### config.mk
export PLATFORM = sky130hd
export DESIGN_NAME = grf_write_tracker_flat
export DESIGN_NICKNAME = d
export VERILOG_FILES = /design/src/rtl/grf_write_tracker_pkg.sv /design/src/rtl/grf_write_tracker_if.sv /design/src/rtl/grf_write_tracker_stage.sv /design/src/rtl/grf_write_tracker.sv /design/src/flat_wrapper.sv
export SDC_FILE = /design/constraint.sdc
export NUM_CORES = 1
export LEC_CHECK = 0
export CAP_MARGIN = 20
export CORE_UTILIZATION = 45
export DETAILED_ROUTE_END_ITERATION = 10
export GPL_TIMING_DRIVEN = 1
export HOLD_SLACK_MARGIN = 0.03
export PLACE_DENSITY_LB_ADDON = 0.15
export SLEW_MARGIN = 20
export SYNTH_ARGS = -nofsm -noshare
export SYNTH_HDL_FRONTEND = slang
export SYNTH_SLANG_ARGS = --single-unit
### constraint.sdc
create_clock -name clk -period 2.7 [get_ports clk]
set_input_delay 0.54 -clock clk [delete_from_list [all_inputs] [get_ports clk]]
set_output_delay 0.54 -clock clk [all_outputs]
set_load 0.01 [all_outputs]
### src/rtl/grf_write_tracker_pkg.sv
// ============================================================================
// grf_write_tracker_pkg : shared constants for the GRF write tracker
// Rev 1.0
// ============================================================================
`default_nettype none

package grf_write_tracker_pkg;

    localparam int FWD_SEL_GRF = 0;

    localparam int STG_EX  = 1;
    localparam int STG_MEM = 2;
    localparam int STG_WB  = 3;

    localparam int TNEW_ALU  = 1;
    localparam int TNEW_LOAD = 2;
    localparam int TNEW_LINK = 0;

endpackage

`default_nettype wire

### src/rtl/grf_write_tracker_if.sv
// ============================================================================
// grf_write_tracker_if : ID-stage hazard interface of the GRF write tracker
// Rev 1.0
// ============================================================================
`default_nettype none

interface grf_write_tracker_if #(
    parameter int READ_PORTS = 2,
    parameter int ADDR_W     = 5,
    parameter int TNEW_W     = 2,
    parameter int SEL_W      = 2
);
    logic                         id_valid;
    logic                         id_we;
    logic [ADDR_W-1:0]            id_addr;
    logic [TNEW_W-1:0]            id_tnew;
    logic                         flush;
    logic [READ_PORTS*ADDR_W-1:0] src_addr;
    logic [READ_PORTS*TNEW_W-1:0] src_tuse;
    logic                         stall;
    logic [READ_PORTS*SEL_W-1:0]  fwd_sel;
    logic [READ_PORTS-1:0]        pending;
`ifdef GRF_WRITE_TRACKER_PERF_EN
    logic [31:0]                  stall_cycles;
`endif

    modport master (
        output id_valid, id_we, id_addr, id_tnew, flush, src_addr, src_tuse,
`ifdef GRF_WRITE_TRACKER_PERF_EN
        input  stall_cycles,
`endif
        input  stall, fwd_sel, pending
    );

    modport slave (
        input  id_valid, id_we, id_addr, id_tnew, flush, src_addr, src_tuse,
`ifdef GRF_WRITE_TRACKER_PERF_EN
        output stall_cycles,
`endif
        output stall, fwd_sel, pending
    );

endinterface

`default_nettype wire

### src/rtl/grf_write_tracker_stage.sv
// ============================================================================
// grf_write_tracker_stage : one in-flight write record (valid/addr/tnew)
// Rev 1.0
// ============================================================================
`default_nettype none

module grf_write_tracker_stage #(
    parameter int ADDR_W = 5,
    parameter int TNEW_W = 2,
    parameter bit DEC    = 1'b1
) (
    input  wire logic              clk,
    input  wire logic              reset,
    input  wire logic              i_clear,
    input  wire logic              i_valid,
    input  wire logic [ADDR_W-1:0] i_addr,
    input  wire logic [TNEW_W-1:0] i_tnew,
    output logic                   o_valid,
    output logic [ADDR_W-1:0]      o_addr,
    output logic [TNEW_W-1:0]      o_tnew
);

    logic [TNEW_W-1:0] w_tnew_next;

    // Moving one stage deeper brings the result one cycle closer; never below 0.
    assign w_tnew_next = (DEC && (i_tnew != '0)) ? (i_tnew - TNEW_W'(1)) : i_tnew;

    always_ff @(posedge clk) begin
        if (!reset || i_clear) begin
            o_valid <= 1'b0;
            o_addr  <= '0;
            o_tnew  <= '0;
        end else begin
            o_valid <= i_valid;
            o_addr  <= i_addr;
            o_tnew  <= w_tnew_next;
        end
    end

endmodule

`default_nettype wire

### src/rtl/grf_write_tracker.sv
// ============================================================================
// grf_write_tracker : in-flight GRF write records, ID stall and forward select
// Optional stall counter when GRF_WRITE_TRACKER_PERF_EN is defined.
// Rev 1.0
// ============================================================================
`default_nettype none

module grf_write_tracker
    import grf_write_tracker_pkg::*;
#(
    parameter int DEPTH      = 3,
    parameter int READ_PORTS = 2,
    parameter int ADDR_W     = 5,
    parameter int TNEW_W     = 2
) (
    input  wire logic         clk,
    input  wire logic         reset,
    grf_write_tracker_if.slave bus
);

    localparam int SEL_W = $clog2(DEPTH + 1);

    logic              w_in_valid [1:DEPTH];
    logic [ADDR_W-1:0] w_in_addr  [1:DEPTH];
    logic [TNEW_W-1:0] w_in_tnew  [1:DEPTH];
    logic              w_valid    [1:DEPTH];
    logic [ADDR_W-1:0] w_addr     [1:DEPTH];
    logic [TNEW_W-1:0] w_tnew     [1:DEPTH];

    logic              w_load;
    logic              w_stall;
    logic [SEL_W-1:0]  w_sel  [READ_PORTS];
    logic              w_pend [READ_PORTS];
    logic              w_term [READ_PORTS];

    // A stalled ID instruction is not consumed: EX receives a bubble instead.
    assign w_load        = bus.id_valid & bus.id_we & (bus.id_addr != '0) & ~w_stall;
    assign w_in_valid[1] = w_load;
    assign w_in_addr[1]  = w_load ? bus.id_addr : '0;
    assign w_in_tnew[1]  = w_load ? bus.id_tnew : '0;

    for (genvar k = 2; k <= DEPTH; k++) begin : g_link
        assign w_in_valid[k] = w_valid[k-1];
        assign w_in_addr[k]  = w_addr[k-1];
        assign w_in_tnew[k]  = w_tnew[k-1];
    end

    for (genvar k = 1; k <= DEPTH; k++) begin : g_stage
        grf_write_tracker_stage #(
            .ADDR_W (ADDR_W),
            .TNEW_W (TNEW_W),
            .DEC    (k > 1)
        ) u_stage (
            .clk     (clk),
            .reset   (reset),
            .i_clear (bus.flush),
            .i_valid (w_in_valid[k]),
            .i_addr  (w_in_addr[k]),
            .i_tnew  (w_in_tnew[k]),
            .o_valid (w_valid[k]),
            .o_addr  (w_addr[k]),
            .o_tnew  (w_tnew[k])
        );
    end

    // Oldest stage first so the youngest match overwrites the result.
    always_comb begin
        for (int p = 0; p < READ_PORTS; p++) begin
            w_sel[p]  = SEL_W'(FWD_SEL_GRF);
            w_pend[p] = 1'b0;
            w_term[p] = 1'b0;
            for (int k = DEPTH; k >= 1; k--) begin
                if (w_valid[k] && (bus.src_addr[p*ADDR_W +: ADDR_W] != '0) &&
                    (w_addr[k] == bus.src_addr[p*ADDR_W +: ADDR_W])) begin
                    w_sel[p]  = SEL_W'(FWD_SEL_GRF);
                    w_pend[p] = 1'b0;
                    w_term[p] = 1'b0;
                    if (w_tnew[k] == '0) begin
                        w_sel[p] = SEL_W'(k);
                    end else if (w_tnew[k] <= bus.src_tuse[p*TNEW_W +: TNEW_W]) begin
                        w_pend[p] = 1'b1;
                    end else begin
                        w_term[p] = 1'b1;
                    end
                end
            end
        end
    end

    always_comb begin
        w_stall     = 1'b0;
        bus.fwd_sel = '0;
        bus.pending = '0;
        for (int p = 0; p < READ_PORTS; p++) begin
            w_stall = w_stall | w_term[p];
            bus.fwd_sel[p*SEL_W +: SEL_W] = reset ? w_sel[p] : '0;
            bus.pending[p]                = reset & w_pend[p];
        end
        w_stall   = w_stall & bus.id_valid & reset;
        bus.stall = w_stall;
    end

`ifdef GRF_WRITE_TRACKER_PERF_EN
    logic [31:0] r_stall_cycles;

    always_ff @(posedge clk) begin
        if (!reset) begin
            r_stall_cycles <= '0;
        end else if (w_stall && !bus.flush && (r_stall_cycles != 32'hFFFF_FFFF)) begin
            r_stall_cycles <= r_stall_cycles + 32'd1;
        end
    end

    assign bus.stall_cycles = r_stall_cycles;
`endif

endmodule

`default_nettype wire

### src/flat_wrapper.sv
// flat-port wrapper written by rule: the top's interface ports become plain ports
module grf_write_tracker_flat import grf_write_tracker_pkg::*;
#(
    parameter int DEPTH      = 3,
    parameter int READ_PORTS = 2,
    parameter int ADDR_W     = 5,
    parameter int TNEW_W     = 2
)
  (clk, reset, bus_id_valid, bus_id_we, bus_id_addr, bus_id_tnew, bus_flush, bus_src_addr, bus_src_tuse, bus_stall, bus_fwd_sel, bus_pending);
  grf_write_tracker_if #(.READ_PORTS(READ_PORTS), .ADDR_W(ADDR_W), .TNEW_W(TNEW_W), .SEL_W((2))) bus_i ();
  input  wire logic clk;
  input  wire logic reset;
  input wire logic [$bits(bus_i.id_valid)-1:0] bus_id_valid;
  input wire logic [$bits(bus_i.id_we)-1:0] bus_id_we;
  input wire logic [$bits(bus_i.id_addr)-1:0] bus_id_addr;
  input wire logic [$bits(bus_i.id_tnew)-1:0] bus_id_tnew;
  input wire logic [$bits(bus_i.flush)-1:0] bus_flush;
  input wire logic [$bits(bus_i.src_addr)-1:0] bus_src_addr;
  input wire logic [$bits(bus_i.src_tuse)-1:0] bus_src_tuse;
  output wire logic [$bits(bus_i.stall)-1:0] bus_stall;
  output wire logic [$bits(bus_i.fwd_sel)-1:0] bus_fwd_sel;
  output wire logic [$bits(bus_i.pending)-1:0] bus_pending;
  assign bus_i.id_valid = bus_id_valid;
  assign bus_i.id_we = bus_id_we;
  assign bus_i.id_addr = bus_id_addr;
  assign bus_i.id_tnew = bus_id_tnew;
  assign bus_i.flush = bus_flush;
  assign bus_i.src_addr = bus_src_addr;
  assign bus_i.src_tuse = bus_src_tuse;
  assign bus_stall = bus_i.stall;
  assign bus_fwd_sel = bus_i.fwd_sel;
  assign bus_pending = bus_i.pending;
  grf_write_tracker #(.DEPTH(DEPTH), .READ_PORTS(READ_PORTS), .ADDR_W(ADDR_W), .TNEW_W(TNEW_W)) u_core (.clk(clk), .reset(reset), .bus(bus_i));
endmodule
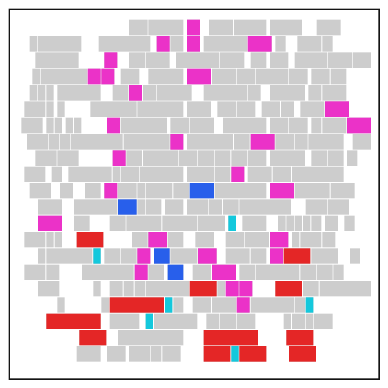
Figure 1: logic cells by family.
Scale: 6 px per um.
[cyan] inv cells | cells: 6 | where: bottom center
[red] fa/ha/maj cells | cells: 12
[magenta] and/or cells | cells: 29
[blue] non-inverting ao/oa cells | cells: 4 | where: center

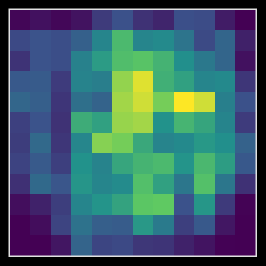
Figure 2: routed metal per tile.
Scale: 4 px per um. 12 x 12 tiles, from dark purple (low) to yellow (high), scaled to the fullest tile. Values are wire area over tile area, all layers added.
fullest tile: 0.54
nearly empty tiles: 6.9%
mean over tiles: 0.20
densest ninth of the die: center

==> impl_metrics.json <==
{
  "htree_levels": 1,
  "dp.cells": 283,
  "die_height_um": 61.4,
  "grt_antenna_before_repair": 0,
  "non_clock_buffer_count": 68,
  "max_clock_freq_mhz": 347,
  "busiest_layer": "met2",
  "max-clock-path-buffers": 2,
  "route.final.wire_length_mm": 4.78,
  "gp_congestion": 0.915,
  "min_period_ns": 2.88,
  "portion_of_synthesized_cell_area_occupied_by_the_leading_cell_type_pct": 30.3,
  "worstSetupPathType": "in -> out",
  "drc_errors": 0,
  "postLayoutCellArea_um2": 2580,
  "worstPathArrival_ns": 2.34,
  "max_stage_delay_ns": 0.55,
  "fin_worst_skew_ns": 0.00483,
  "worst_reg_to_reg_cells": 9,
  "number_of_buffers_inserted_during_clock_tree_synthesis": 3,
  "route.layer.met1.wl_mm": 2.10,
  "tritoncts_clock_tree": "built",
  "syn-instance-count": 180,
  "layout.cells.largest_class": "logic gates",
  "fp.dieArea_um2": 3770,
  "comb.multi_input.count": 149,
  "holdBufCountCts": 0,
  "largest_reg_flops": 15,
  "io_buffers": 32,
  "via_count": 1603,
  "synthAdderAreaFrac_pct": 9.46,
  "mi_logic_area_um2": 1340,
  "ant_diodes": 0,
  "cts.clk_slew.worst_paths_ns": 0.14,
  "power.ir.vdd_worst_mv": 0.286,
  "power_clock_mw": 0.263,
  "timing_worst_slew_pin_value_ns": 0.514,
  "status": "finished, violations left",
  "register_area_um2": 500,
  "critical-path-top-cell-by-count": "or4_4",
  "nFillCells": 222,
  "yosysMostFrequentCell": "dfxtp_1",
  "cts_sinks": 24,
  "flip_flop_and_latch_power_mw": 0.358,
  "sequentialPowerShare_pct": 45.5,
  "drive_above_1_share_pct": 44.6,
  "detailed_place_hpwl_mm": 3.42,
  "logic_share_of_the_area_pct": 51.9,
  "wire_length_of_the_first_global_routing_pass_mm": 7.65,
  "clock_power_share_pct": 33.3,
  "edf_count": 0,
  "dr.pass1.iters": 4,
  "numSequentialCells": 24,
  "clock_latency_ns": 0.32,
  "num-clock-buffers": 3,
  "routed.top_layer": "met4",
  "critical-path-slowest-cell": "or4_4",
  "simple_gate_area_share_pct": 34.0,
  "grt_start_max_net_pins": 17,
  "floorplan.die.width_um": 61.4,
  "hold_viol_final": 0,
  "power.internal_mw": 0.603,
  "detailed_place.area_um2": 2170,
  "slew_headroom_pct": 65.7,
  "synth_cell_type_count": 34,
  "setup_viol": 7,
  "area.growth.synth_to_final_pct": 62.3,
  "top_regs": "u_core.g_stage.u_stage.o_addr x15, u_core.g_stage.u_stage.o_tnew x6, u_core.g_stage.u_stage.o_valid x3",
  "final_max_slew_viol_count": 0,
  "syn_area_um2": 1590,
  "top_register": "u_core.g_stage.u_stage.o_addr",
  "yosys_area_um2": 1590,
  "switching_share_pct": 23.5,
  "synth_async_sr_flop_share_pct": 0,
  "stdcell_count": 297,
  "critical_path.top_delay_family": "simple AND/OR/NAND/NOR gates",
  "cp-start-kind": "input pin",
  "crit_chain": "buf_8 > or4_4 > nor2_4 > or4_4 > o22ai_1 > a2111o_1 > and3_4 > buf_6",
  "timing.final.ws_setup_ns": -0.181,
  "core_region_area_um2": 3360,
  "net-switching-power_mw": 0.185,
  "ys.flops": 24,
  "timing.hold.worst.start": "u_core.g_stage[1].u_stage.o_valid",
  "number_of_nets_in_the_layout": 290,
  "met3RoutedLength_um": 255,
  "most_instantiated_cells_after_synthesis": "24 x dfxtp_1, 22 x xnor2_1, 15 x nor2_1, 13 x nand2_1",
  "pwr-share-comb_pct": 21.2,
  "failed_checks": "setup timing",
  "drt.antenna.violating_nets": 0,
  "num_rows": 21,
  "postSynthAreaPerCell_um2": 8.82,
  "prevailing_logic_family_in_the_synthesized_netlist": "simple AND/OR/NAND/NOR gates",
  "total_tool_warning_count": 28,
  "wl_met2_mm": 2.34,
  "detail_route.wl_per_cell_um": 16.1,
  "area_share_nonclk_buffers_pct": 23.6,
  "drv_cap": 0,
  "largestPowerGroup": "registers",
  "clock_tree_area_fraction_pct": 2.04,
  "cts.root.buffer_cell": "clkbuf_4",
  "grt_setup_unrepaired": "yes",
  "hold_path.class": "reg -> reg",
  "synth.cellmix.compoundShare_pct": 6.86,
  "use_met1_pct": 39.1,
  "grt_use_total_pct": 28.0,
  "final_cell_mix": "25 x buf_4, 15 x nor2_1, 15 x buf_6",
  "mostFrequentLayoutCell": "buf_4",
  "postCtsSetupBuffers": 9,
  "global_route.usage.met2_pct": 44.6,
  "synth.net_count": 218,
  "synth_sequential_area_ratio_pct": 30.3,
  "post_synth_main_area_contributors": "dfxtp_1 30%, xnor2_1 12%, ha_1 9.5%",
  "ff_type": "dfxtp_1",
  "worstPathMaxFanout": 4,
  "min_path_cells": 1,
  "xor_area_share_pct": 16.5,
  "end_kind": "output port",
  "timing.hold.ws_ns": 0.513,
  "worst_r2r_endpoint": "u_core.g_stage[1].u_stage.o_tnew[1]",
  "leakage_nw": 1.11,
  "via_per_inst": 5.40,
  "post-synth-top-area-cell": "dfxtp_1",
  "global_route.usage.met3_pct": 3.57,
  "mux_area_share_pct": 1.26,
  "inverters_excl_clock": 6,
  "dr.first_iter.drc_count": 90
}
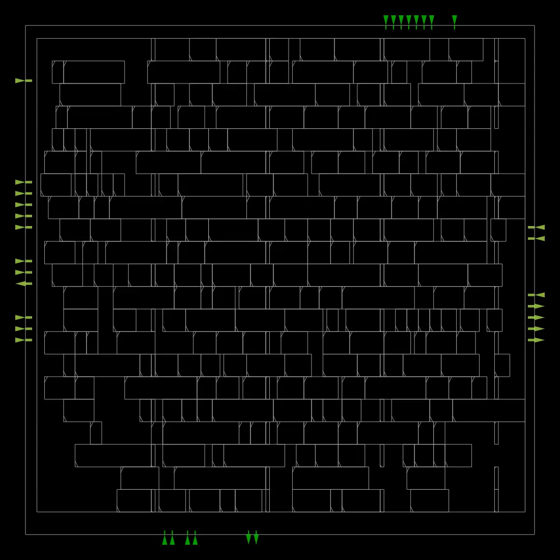
Figure 3: placed standard cells.
fraction of area in registers: 19.4%
post-layout util: 76.6%
tap cells: 46

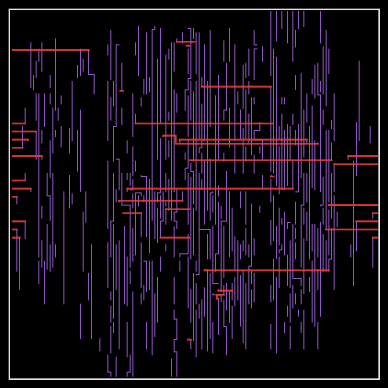
Figure 4: routed metal, one color a layer.
Scale: 6 px per um. Only two layers are drawn.
[purple] M2 | wire length: 2340 um
[red] M3 | wire length: 256 um

Power and IR drop assume default switching activity.
